===== src/rtl/card_dispenser_if.sv =====
`default_nettype none
// ============================================================================
// Module   : card_dispenser_if
// Brief    : Card-request handshake, deck RAM port and hand-total bus.
// Revision : 1.0 - initial release
// ============================================================================
interface card_dispenser_if #(
  parameter int ADDR_W = 6
);
  logic              i_Clear;
  logic              i_Card2Player;
  logic              i_Card2Dealer;
  logic              o_CardOK;
  logic [ADDR_W-1:0] o_DeckAddr;
  logic [3:0]        i_DeckData;
  logic [5:0]        o_HandP;
  logic [5:0]        o_HandD;
  logic [3:0]        o_LastRank;
  logic              o_LastToDealer;
  logic              o_DeckWrapped;

  modport slave (
    input  i_Clear, i_Card2Player, i_Card2Dealer, i_DeckData,
    output o_CardOK, o_DeckAddr, o_HandP, o_HandD, o_LastRank,
           o_LastToDealer, o_DeckWrapped
  );

  modport master (
    output i_Clear, i_Card2Player, i_Card2Dealer, i_DeckData,
    input  o_CardOK, o_DeckAddr, o_HandP, o_HandD, o_LastRank,
           o_LastToDealer, o_DeckWrapped
  );
endinterface
`default_nettype wire


===== src/rtl/card_dispenser.sv =====
`default_nettype none
// ============================================================================
// Module   : card_dispenser
// Brief    : Deals deck cards into player/dealer hands with soft-ace handling.
// Revision : 1.0 - initial release
// ============================================================================
module card_dispenser #(
  parameter int DECK_SIZE = 52,
  parameter int ADDR_W    = 6
) (
  input  logic              i_Clk,
  input  logic              i_Reset_n,
  card_dispenser_if.slave   bus
);

  localparam logic [ADDR_W-1:0] c_LAST_ADDR = ADDR_W'(DECK_SIZE - 1);

  typedef enum logic [1:0] {
    S_IDLE = 2'd0,
    S_READ = 2'd1,
    S_ADD  = 2'd2,
    S_DONE = 2'd3
  } state_t;

  state_t            r_state;
  logic              r_to_dealer;
  logic [ADDR_W-1:0] r_ptr;
  logic [5:0]        r_hand_p;
  logic [5:0]        r_hand_d;
  logic [1:0]        r_soft_p;
  logic [1:0]        r_soft_d;
  logic [3:0]        r_last_rank;
  logic              r_last_to_dealer;
  logic              r_wrapped;
  logic              r_card_ok;

  logic [5:0] w_hand_cur;
  logic [1:0] w_soft_cur;
  logic [4:0] w_value;
  logic       w_ace_soft;
  logic [6:0] w_sum;
  logic [1:0] w_soft_next;
  logic [5:0] w_hand_next;

  // Next total for the targeted hand; only consumed in the ADD cycle.
  always_comb begin
    w_hand_cur  = r_to_dealer ? r_hand_d : r_hand_p;
    w_soft_cur  = r_to_dealer ? r_soft_d : r_soft_p;
    w_value     = 5'd10;
    w_ace_soft  = 1'b0;
    if (bus.i_DeckData == 4'd1) begin
      if (({1'b0, w_hand_cur} + 7'd11) <= 7'd21) begin
        w_value    = 5'd11;
        w_ace_soft = 1'b1;
      end else begin
        w_value    = 5'd1;
      end
    end else if (bus.i_DeckData >= 4'd2 && bus.i_DeckData <= 4'd10) begin
      w_value = {1'b0, bus.i_DeckData};
    end
    w_sum       = {1'b0, w_hand_cur} + {2'b00, w_value};
    w_soft_next = w_soft_cur + {1'b0, w_ace_soft};
    // At most one soft ace can exist, so a single demotion is enough.
    if (w_sum > 7'd21 && w_soft_next != 2'd0) begin
      w_sum       = w_sum - 7'd10;
      w_soft_next = w_soft_next - 2'd1;
    end
    w_hand_next = (w_sum > 7'd63) ? 6'd63 : w_sum[5:0];
  end

  always_ff @(posedge i_Clk) begin
    if (!i_Reset_n || bus.i_Clear) begin
      r_state          <= S_IDLE;
      r_to_dealer      <= 1'b0;
      r_ptr            <= '0;
      r_hand_p         <= 6'd0;
      r_hand_d         <= 6'd0;
      r_soft_p         <= 2'd0;
      r_soft_d         <= 2'd0;
      r_last_rank      <= 4'd0;
      r_last_to_dealer <= 1'b0;
      r_wrapped        <= 1'b0;
      r_card_ok        <= 1'b0;
    end else begin
      r_card_ok <= 1'b0;
      case (r_state)
        S_IDLE: begin
          if (bus.i_Card2Player || bus.i_Card2Dealer) begin
            r_to_dealer <= !bus.i_Card2Player;
            r_state     <= S_READ;
          end
        end
        S_READ: r_state <= S_ADD;
        S_ADD: begin
          if (r_to_dealer) begin
            r_hand_d <= w_hand_next;
            r_soft_d <= w_soft_next;
          end else begin
            r_hand_p <= w_hand_next;
            r_soft_p <= w_soft_next;
          end
          if (r_ptr == c_LAST_ADDR) begin
            r_ptr     <= '0;
            r_wrapped <= 1'b1;
          end else begin
            r_ptr <= r_ptr + ADDR_W'(1);
          end
          r_last_rank      <= bus.i_DeckData;
          r_last_to_dealer <= r_to_dealer;
          r_card_ok        <= 1'b1;
          r_state          <= S_DONE;
        end
        S_DONE:  r_state <= S_IDLE;
        default: r_state <= S_IDLE;
      endcase
    end
  end

  assign bus.o_CardOK       = r_card_ok;
  assign bus.o_DeckAddr     = r_ptr;
  assign bus.o_HandP        = r_hand_p;
  assign bus.o_HandD        = r_hand_d;
  assign bus.o_LastRank     = r_last_rank;
  assign bus.o_LastToDealer = r_last_to_dealer;
  assign bus.o_DeckWrapped  = r_wrapped;

endmodule
`default_nettype wire

===== src/flat_wrapper.sv =====
// flat-port wrapper written by rule: the top's interface ports become plain ports
module card_dispenser_flat 
#(
  parameter int DECK_SIZE = 52,
  parameter int ADDR_W    = 6
)
  (i_Clk, i_Reset_n, bus_i_Clear, bus_i_Card2Player, bus_i_Card2Dealer, bus_i_DeckData, bus_o_CardOK, bus_o_DeckAddr, bus_o_HandP, bus_o_HandD, bus_o_LastRank, bus_o_LastToDealer, bus_o_DeckWrapped);
  card_dispenser_if #(.ADDR_W(ADDR_W)) bus_i ();
  input  logic i_Clk;
  input  logic i_Reset_n;
  input wire logic [$bits(bus_i.i_Clear)-1:0] bus_i_Clear;
  input wire logic [$bits(bus_i.i_Card2Player)-1:0] bus_i_Card2Player;
  input wire logic [$bits(bus_i.i_Card2Dealer)-1:0] bus_i_Card2Dealer;
  input wire logic [$bits(bus_i.i_DeckData)-1:0] bus_i_DeckData;
  output wire logic [$bits(bus_i.o_CardOK)-1:0] bus_o_CardOK;
  output wire logic [$bits(bus_i.o_DeckAddr)-1:0] bus_o_DeckAddr;
  output wire logic [$bits(bus_i.o_HandP)-1:0] bus_o_HandP;
  output wire logic [$bits(bus_i.o_HandD)-1:0] bus_o_HandD;
  output wire logic [$bits(bus_i.o_LastRank)-1:0] bus_o_LastRank;
  output wire logic [$bits(bus_i.o_LastToDealer)-1:0] bus_o_LastToDealer;
  output wire logic [$bits(bus_i.o_DeckWrapped)-1:0] bus_o_DeckWrapped;
  assign bus_i.i_Clear = bus_i_Clear;
  assign bus_i.i_Card2Player = bus_i_Card2Player;
  assign bus_i.i_Card2Dealer = bus_i_Card2Dealer;
  assign bus_i.i_DeckData = bus_i_DeckData;
  assign bus_o_CardOK = bus_i.o_CardOK;
  assign bus_o_DeckAddr = bus_i.o_DeckAddr;
  assign bus_o_HandP = bus_i.o_HandP;
  assign bus_o_HandD = bus_i.o_HandD;
  assign bus_o_LastRank = bus_i.o_LastRank;
  assign bus_o_LastToDealer = bus_i.o_LastToDealer;
  assign bus_o_DeckWrapped = bus_i.o_DeckWrapped;
  card_dispenser #(.DECK_SIZE(DECK_SIZE), .ADDR_W(ADDR_W)) u_core (.i_Clk(i_Clk), .i_Reset_n(i_Reset_n), .bus(bus_i));
endmodule

===== config.mk =====
export PLATFORM = sky130hd
export DESIGN_NAME = card_dispenser_flat
export DESIGN_NICKNAME = d
export VERILOG_FILES = /design/src/rtl/card_dispenser_if.sv /design/src/rtl/card_dispenser.sv /design/src/flat_wrapper.sv
export SDC_FILE = /design/constraint.sdc
export NUM_CORES = 1
export LEC_CHECK = 0
export CAP_MARGIN = 20
export CORE_MARGIN = 2
export CORE_UTILIZATION = 30
export DETAILED_ROUTE_END_ITERATION = 10
export GPL_TIMING_DRIVEN = 1
export HOLD_SLACK_MARGIN = 0.1
export MAX_ROUTING_LAYER = met4
export PLACE_DENSITY = 0.63
export SYNTH_ARGS = -nofsm -noshare
export SYNTH_HDL_FRONTEND = slang
export SYNTH_SLANG_ARGS = --single-unit

===== constraint.sdc =====
create_clock -name i_Clk -period 4.05 [get_ports i_Clk]
set_clock_uncertainty 0.05 [all_clocks]
set_input_delay 0.81 -clock i_Clk [delete_from_list [all_inputs] [get_ports i_Clk]]
set_output_delay 0.81 -clock i_Clk [all_outputs]
set_load 0.005 [all_outputs]

### Selected gate families, run 1

(4 px per um)
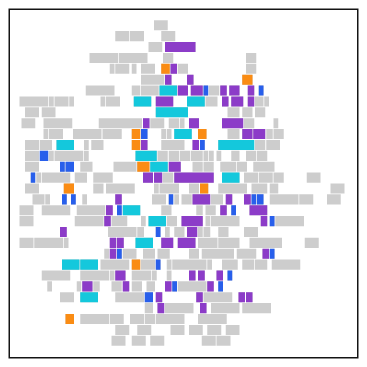
colour	family	cells
cyan	adder and majority cells	16
orange	AND and OR gates	10
blue	NAND gates	24
purple	inverting AOI/OAI gates	56
final non-filler cell total: 377
most frequent logic cell in the layout: clkdlybuf4s50_1
Comb area share: 0.495

### Clock network drawn from the DEF, run 1

(6 px per um)
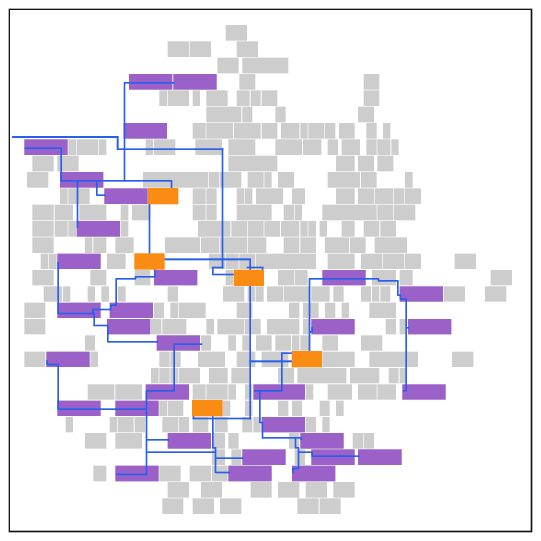
[blue] clock wires | length: 455 um
[purple] flip-flops | count: 32
[orange] cells driving clock nets | count: 5
routed clock nets	6
Late-Pin Clk Latency: 0.29 ns
clock group total power: 305 uW
Clk pwr share: 0.430

### Clock routing, run 1

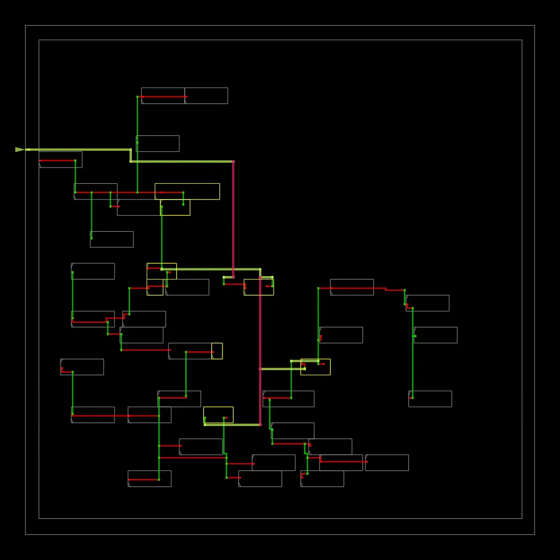
total CTS buffers: 5
clock sinks: 32
Clock buffer cells: 5

### Metal layers overlaid, run 1

(3 px per um) Only two layers are drawn.
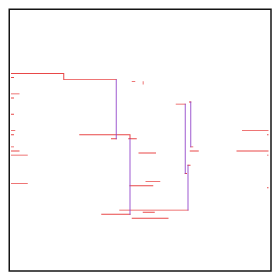
colour	layer	wire length
red	met3	174 um
purple	met4	97.9 um
Routed WL per cell: 13.7 um
Vias: 1,919
Routed WL: 5170 um
GRT Total Usage: 0.143

==> run notes, run 1 <==
run metrics: sequential share of cell area 0.224, FF+latch count 32, Cell Int Power 540 uW, critical path type register to register, core box area 6720 um2, post-route setup slack 0.0942 ns, drt pass-1 iters 5, setup repair bufs after CTS 2, FP Core Util 0.306, top cells, area dfxtp_1 (31%), ha_1 (9.1%), mux2i_1 (5.8%), Non-clock buffering overhead 0.188, fin crit share 0.977, sequential share of power 0.450, Fmax achieved 253 MHz, Worst-Margin Slew 0.738 ns, Post-Syn Area 2060 um2, DRC Markers 0, Largest area class, layout combinational gates, largest net degree at the start of global routing 16, Distinct lib cells used 52, mux share 0.0986, Final ANT Viol Nets 0, CP max stage delay 0.50 ns, Core Util, Final 0.428, fin. max-slew vios 0, CP arrival 4.13 ns, VDD IR-drop max 0.173 mV, CP startpoint kind register, flip-flops with a built-in enable 0, syn_area_per_cell 8.75 um2, worst-path fanout max 4, comb area leader AND-OR/OR-AND gates, H-tree Lvls 2, CTS root buffer clkbuf_8, crit-path cells mux2_4 -> buf_6 -> or4_1 -> a21oi_1 -> o21ai_1 -> o21ai_2 -> a21oi_2 -> o31ai_4 -> fa_2 -> inv_2 -> ha_2 -> a21oi_2 -> a31oi_1 -> o21ba_4 -> o32ai_4 -> mux2i_1 -> nor2_1 -> o21ai_1, Area leader share 0.312, Worst path slowest cell or4_1, via/cell ratio 5.09, Die W 86.8 um, Reg area 644 um2, leakage 0.00105 uW, gp weighted congestion 0.859, cts hold-fix bufs 0, clk buf depth 2, IO buf count 33, Net Sw Frac 0.239, Inverters 14, XOR/XNOR Area Share 0.0554, multi-input logic area 1420 um2, CP Buf/Inv Count 2, CP endpoint kind register, Worst Setup SP u_core.r_to_dealer$_SDFFE_PP0P_, yosys simple share 0.158, Clock-cell share 0.0387, Reg clk slew, reported paths 0.07 ns, Max power group registers, maxcap violations 0, Post-CTS Resized 9, Syn. warnings 0, vias in the first global route 1,811, ys flops 32, most common flop cell mapped by yosys dfxtp_1, ys cells 235, placement row count 30, setup TNS 0 ns, initial antenna violation count 0, initial DRC count 69, final net count 321, ys async rst share 0, final instance area 2880 um2, Net Switching 169 uW, Final min period 3.96 ns, ao+oa area frac 0.231, final hold vios 0, cell taking the most area after synthesis dfxtp_1, RSZ-0062 raised after global routing true, CTS tree built, yosys synthesis chip area 2060 um2, tap cells 80, number of fill cells in the layout 652, critical path's top delay family AND-OR/OR-AND gates, IO Pins 34, status complete, no violations, dpl cell area 2610 um2, Logic pwr share 0.120, total power 709 uW, Post-Syn Instances 235, dpl ws -0.109 ns, crit path DRT 4.22 ns, Adder Area Share 0.101, hold path start u_core.r_soft_p[1]$_SDFFE_PP0P_, first-pass GRT wire length 8270 um, layout cells sized above 1 0.232, Seq/Total Area, Yosys 0.312, PD cells 246 nW/um2, Max-slew headroom 0.508, RR Startpoint u_core.r_to_dealer$_SDFFE_PP0P_, Placed Cells incl. Taps 364, Seq. pwr 319 uW, number of antenna diodes 0, Post-synth top cells dfxtp_1 (32), nor2_1 (23), nand2_1 (19), OpenROAD warnings 32, Setup-failing EPs final 0, die height 86.8 um, register-to-register setup slack 0.09 ns, Area Growth Syn to Fin 39.9%, die area 7530 um2, combinational power 84.8 uW, count leader, synth dfxtp_1, hold_ws 0.398 ns, global route total overflow 0, bufs w/o clock 60, Hold Path Class register to register, Post-DP HPWL 3780 um, MI comb cells 183, Net Count, Synth 260
run 1: sequential cells by signal, summed over array words and instances, names as in the netlist:
name,cells
u_core.bus.o_DeckWrapped,1
u_core.r_state,2
u_core.r_soft_d,2
u_core.bus.o_DeckAddr,6
u_core.bus.o_HandP,6
u_core.bus.o_LastToDealer,1
u_core.r_to_dealer,1
u_core.bus.o_LastRank,4
u_core.bus.o_HandD,6
u_core.bus.o_CardOK,1
u_core.r_soft_p,2
run 1: logic make-up (layout without fill, tap and decap cells):
logic type / after synthesis / in the layout
compound gates: 68 / 68
fa+ha+maj: 16 / 16
mux: 18 / 18
buf+inv: 20 / 82
xor+xnor: 13 / 13
flops: 32 / 32
simple gates: 68 / 68
run 1: tightest hold or removal path: stages, from the launching register on:
cell and delay (ns):
dfxtp_1 0.31, nand2_1 0.05, o21ai_1 0.05
run 1: final timing paths:
kind	end	cells after the start
worst min register to register	u_core.r_soft_p[1]$_SDFFE_PP0P_	2
worst max register to register	u_core.bus.o_HandP[2]$_SDFFE_PP0P_	18
worst max-delay path	u_core.bus.o_HandP[2]$_SDFFE_PP0P_	18
worst min-delay path	u_core.r_soft_p[1]$_SDFFE_PP0P_	2
run 1: layer usage:
| metal | GRT usage | vias up | share of wire |
|---|---|---|---|
| met4 | 0.0554 | 0 | 0.019 |
| met1 | 0.177 | 914 | 0.46 |
| met5 | - | - | 0 |
| met2 | 0.226 | 40 | 0.49 |
| met3 | 0.0295 | 11 | 0.033 |
| li1 | - | 954 | - |
run 1: cells in the final DEF, fill, tap and decap left out, types with 7 or more instances in the layout:
master and instances:
xnor2_1 7, nor2_1 22, a21oi_1 16, clkdlybuf4s50_1 33
inv_1 10, ha_1 13, dfxtp_1 31, nand2_1 19
mux2i_1 12, buf_4 25, o21ai_0 10, o21ai_1 8
## Run 2: what changed since run 1
- CORE_ASPECT_RATIO: default -> 0.8
- CTS_CLUSTER_SIZE: default -> 10
### Clock network drawn from the DEF, run 2

(4 px per um)
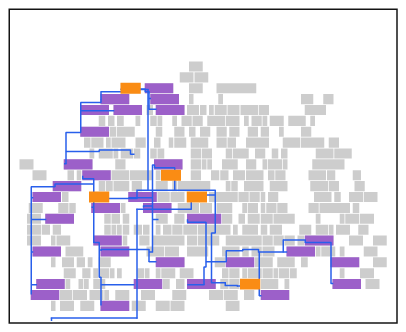
[blue] clock wires | length: 491 um
[purple] flip-flops | count: 32
[orange] cells driving clock nets | count: 5
routed clock nets	6
Clk pwr share: 0.377
clock group total power: 247 uW

==> run notes, run 2 <==
run metrics: GRT Total Usage 0.158 (was 0.143), IO buf count 33 (unchanged), critical path's top delay family AND-OR/OR-AND gates (unchanged), met1 usage 0.213 (was 0.177), die height 78.0 um (was 86.8 um), Non-clock buffering overhead 0.212 (was 0.188), gp weighted congestion 0.966 (was 0.859), core box area 6510 um2 (was 6720 um2), RR Startpoint u_core.r_to_dealer$_SDFFE_PP0P_ (unchanged), most frequent logic cell in the layout buf_4 (was clkdlybuf4s50_1), Top Usage Layer GRT met2 (unchanged), critical path type register to register (unchanged), syn_area_per_cell 8.75 um2 (unchanged), most common flop cell mapped by yosys dfxtp_1 (unchanged), Clock buffer cells 5 (unchanged), cts hold-fix bufs 0 (unchanged), ys async rst share 0 (unchanged), DRC Markers 0 (unchanged), register-to-register setup slack 0.08 ns (was 0.09 ns), leakage 0.00111 uW (was 0.00105 uW), vias in the first global route 1,831 (was 1,811), final non-filler cell total 391 (was 377), CTS tree built (unchanged), drt pass-1 iters 4 (was 5), Net Count, Synth 260 (unchanged), worst-path fanout max 7 (was 4), metal2 WL 2530 um (was 2520 um), CP startpoint kind register (unchanged), FP Core Util 0.316 (was 0.306), status complete, no violations (unchanged), Placed Cells incl. Taps 372 (was 364), Top Layout Cells buf_4 (34), clkdlybuf4s50_1 (33), dfxtp_1 (31), nor2_1 (21), nand2_1 (19) (was clkdlybuf4s50_1 (33), dfxtp_1 (31), buf_4 (25), nor2_1 (22), nand2_1 (19)), Syn. warnings 0 (unchanged), max layer used met4 (unchanged), crit path DRT 4.23 ns (was 4.22 ns), Distinct lib cells used 52 (unchanged), Late-Pin Clk Latency 0.29 ns (about the same), Logic pwr share 0.136 (was 0.120), FF+latch count 32 (unchanged), Final ANT Viol Nets 0 (unchanged), number of antenna diodes 0 (unchanged), Post-CTS Resized 9 (unchanged), setup TNS 0 ns (unchanged), Seq. pwr 319 uW (about the same), layout cells sized above 1 0.280 (was 0.232), Net Sw Frac 0.267 (was 0.239), Reg clk slew, reported paths 0.07 ns (about the same), Max power group registers (unchanged), number of fill cells in the layout 647 (was 652), total CTS buffers 5 (unchanged), Fmax achieved 252 MHz (was 253 MHz), bufs w/o clock 70 (was 60), fin. max-slew vios 0 (unchanged), maxcap violations 0 (unchanged), Cell Int Power 481 uW (was 540 uW), Hold Path Class register to register (unchanged), Post-synth top cells dfxtp_1 (32), nor2_1 (23), nand2_1 (19) (unchanged), first-pass GRT wire length 8940 um (was 8270 um), worst r2r path cells 21 (was 18), PD cells 220 nW/um2 (was 246 nW/um2), yosys synthesis chip area 2060 um2 (unchanged), met1 layer wirelength in the final routing 2650 um (was 2380 um), Clock-cell share 0.0293 (was 0.0387), Worst path slowest cell fa_2 (was or4_1), ys flops 32 (unchanged), setup repair bufs after CTS 3 (was 2), via/cell ratio 5.01 (was 5.09), clock sinks 32 (unchanged), CP max stage delay 0.40 ns (was 0.50 ns), IO Pins 34 (unchanged), CTS root buffer clkbuf_8 (unchanged), Post-Syn Area 2060 um2 (unchanged), initial antenna violation count 0 (unchanged), Post-DP HPWL 4160 um (was 3780 um), met3 Use GR 0.0355 (was 0.0295), CP Buf/Inv Count 7 (was 2), initial DRC count 71 (was 69), met2 GRT Util 0.230 (was 0.226), flip-flops with a built-in enable 0 (unchanged), clk buf depth 2 (unchanged), metal3 WL 294 um (was 173 um), fin crit share 0.981 (was 0.977), hold-critical path depth 2 (unchanged), largest net degree at the start of global routing 16 (unchanged), Hold EP u_core.bus.o_DeckWrapped$_SDFFE_PP0P_ (was u_core.r_soft_p[1]$_SDFFE_PP0P_), Post-Syn Instances 235 (unchanged), placement row count 26 (was 30), combinational power 89.2 uW (was 84.8 uW), hold_ws 0.397 ns (was 0.398 ns), tap cells 84 (was 80)
### Metal layers overlaid, run 2

(3 px per um) Only two layers are drawn.
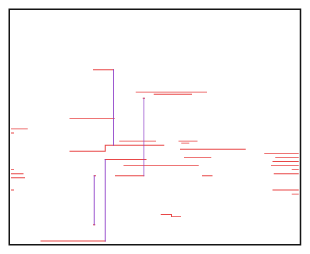
colour	layer	wire length
red	met3	294 um
purple	met4	94.5 um
Routed WL per cell: 14.3 um
Routed WL: 5570 um
Vias: 1,957

run 2: cell counts after synthesis:
Identical to the previous run, type by type.
run 2: how the worst max path moves through the flow:
| stage | start | end | slack [ns] | cells after the start |
|---|---|---|---|---|
| 3_3_place_gp | u_core.r_to_dealer$_SDFFE_PP0P_ | u_core.bus.o_HandP[2]$_SDFFE_PP0P_ | -0.07 | 19 |
| 6_report | u_core.r_to_dealer$_SDFFE_PP0P_ | u_core.r_soft_d[1]$_SDFFE_PP0P_ | 0.08 | 21 |
| 2_1_floorplan | u_core.r_to_dealer$_SDFFE_PP0P_ | u_core.bus.o_HandP[2]$_SDFFE_PP0P_ | 0.11 | 20 |
| 3_5_place_dp | u_core.r_to_dealer$_SDFFE_PP0P_ | u_core.bus.o_HandP[2]$_SDFFE_PP0P_ | -0.18 | 19 |
| 5_1_grt | u_core.r_to_dealer$_SDFFE_PP0P_ | u_core.bus.o_HandD[2]$_SDFFE_PP0P_ | -0.08 | 18 |
| 4_1_cts | u_core.r_to_dealer$_SDFFE_PP0P_ | u_core.bus.o_HandP[2]$_SDFFE_PP0P_ | 0.002 | 19 |
run 2: stage by stage:
step	cell area, um2	setup WS, ns
floorplan	2060	0.109
global placement	2650	-0.0706
detailed placement	2650	-0.176
CTS	2820	0.00236
global route	2990	-0.0829
finish	2990	0.0765
run 2: logic make-up (layout without fill, tap and decap cells):
| group | after synthesis | after routing | synth area share |
|---|---|---|---|
| flops | 32 | 32 | 0.312 |
| buf+inv | 20 | 92 | 0.0438 |
| simple gates | 68 | 68 | 0.158 |
| fa+ha+maj | 16 | 16 | 0.101 |
| mux | 18 | 18 | 0.0986 |
| compound gates | 68 | 68 | 0.231 |
| xor+xnor | 13 | 13 | 0.0554 |
Power and IR drop assume default switching activity.
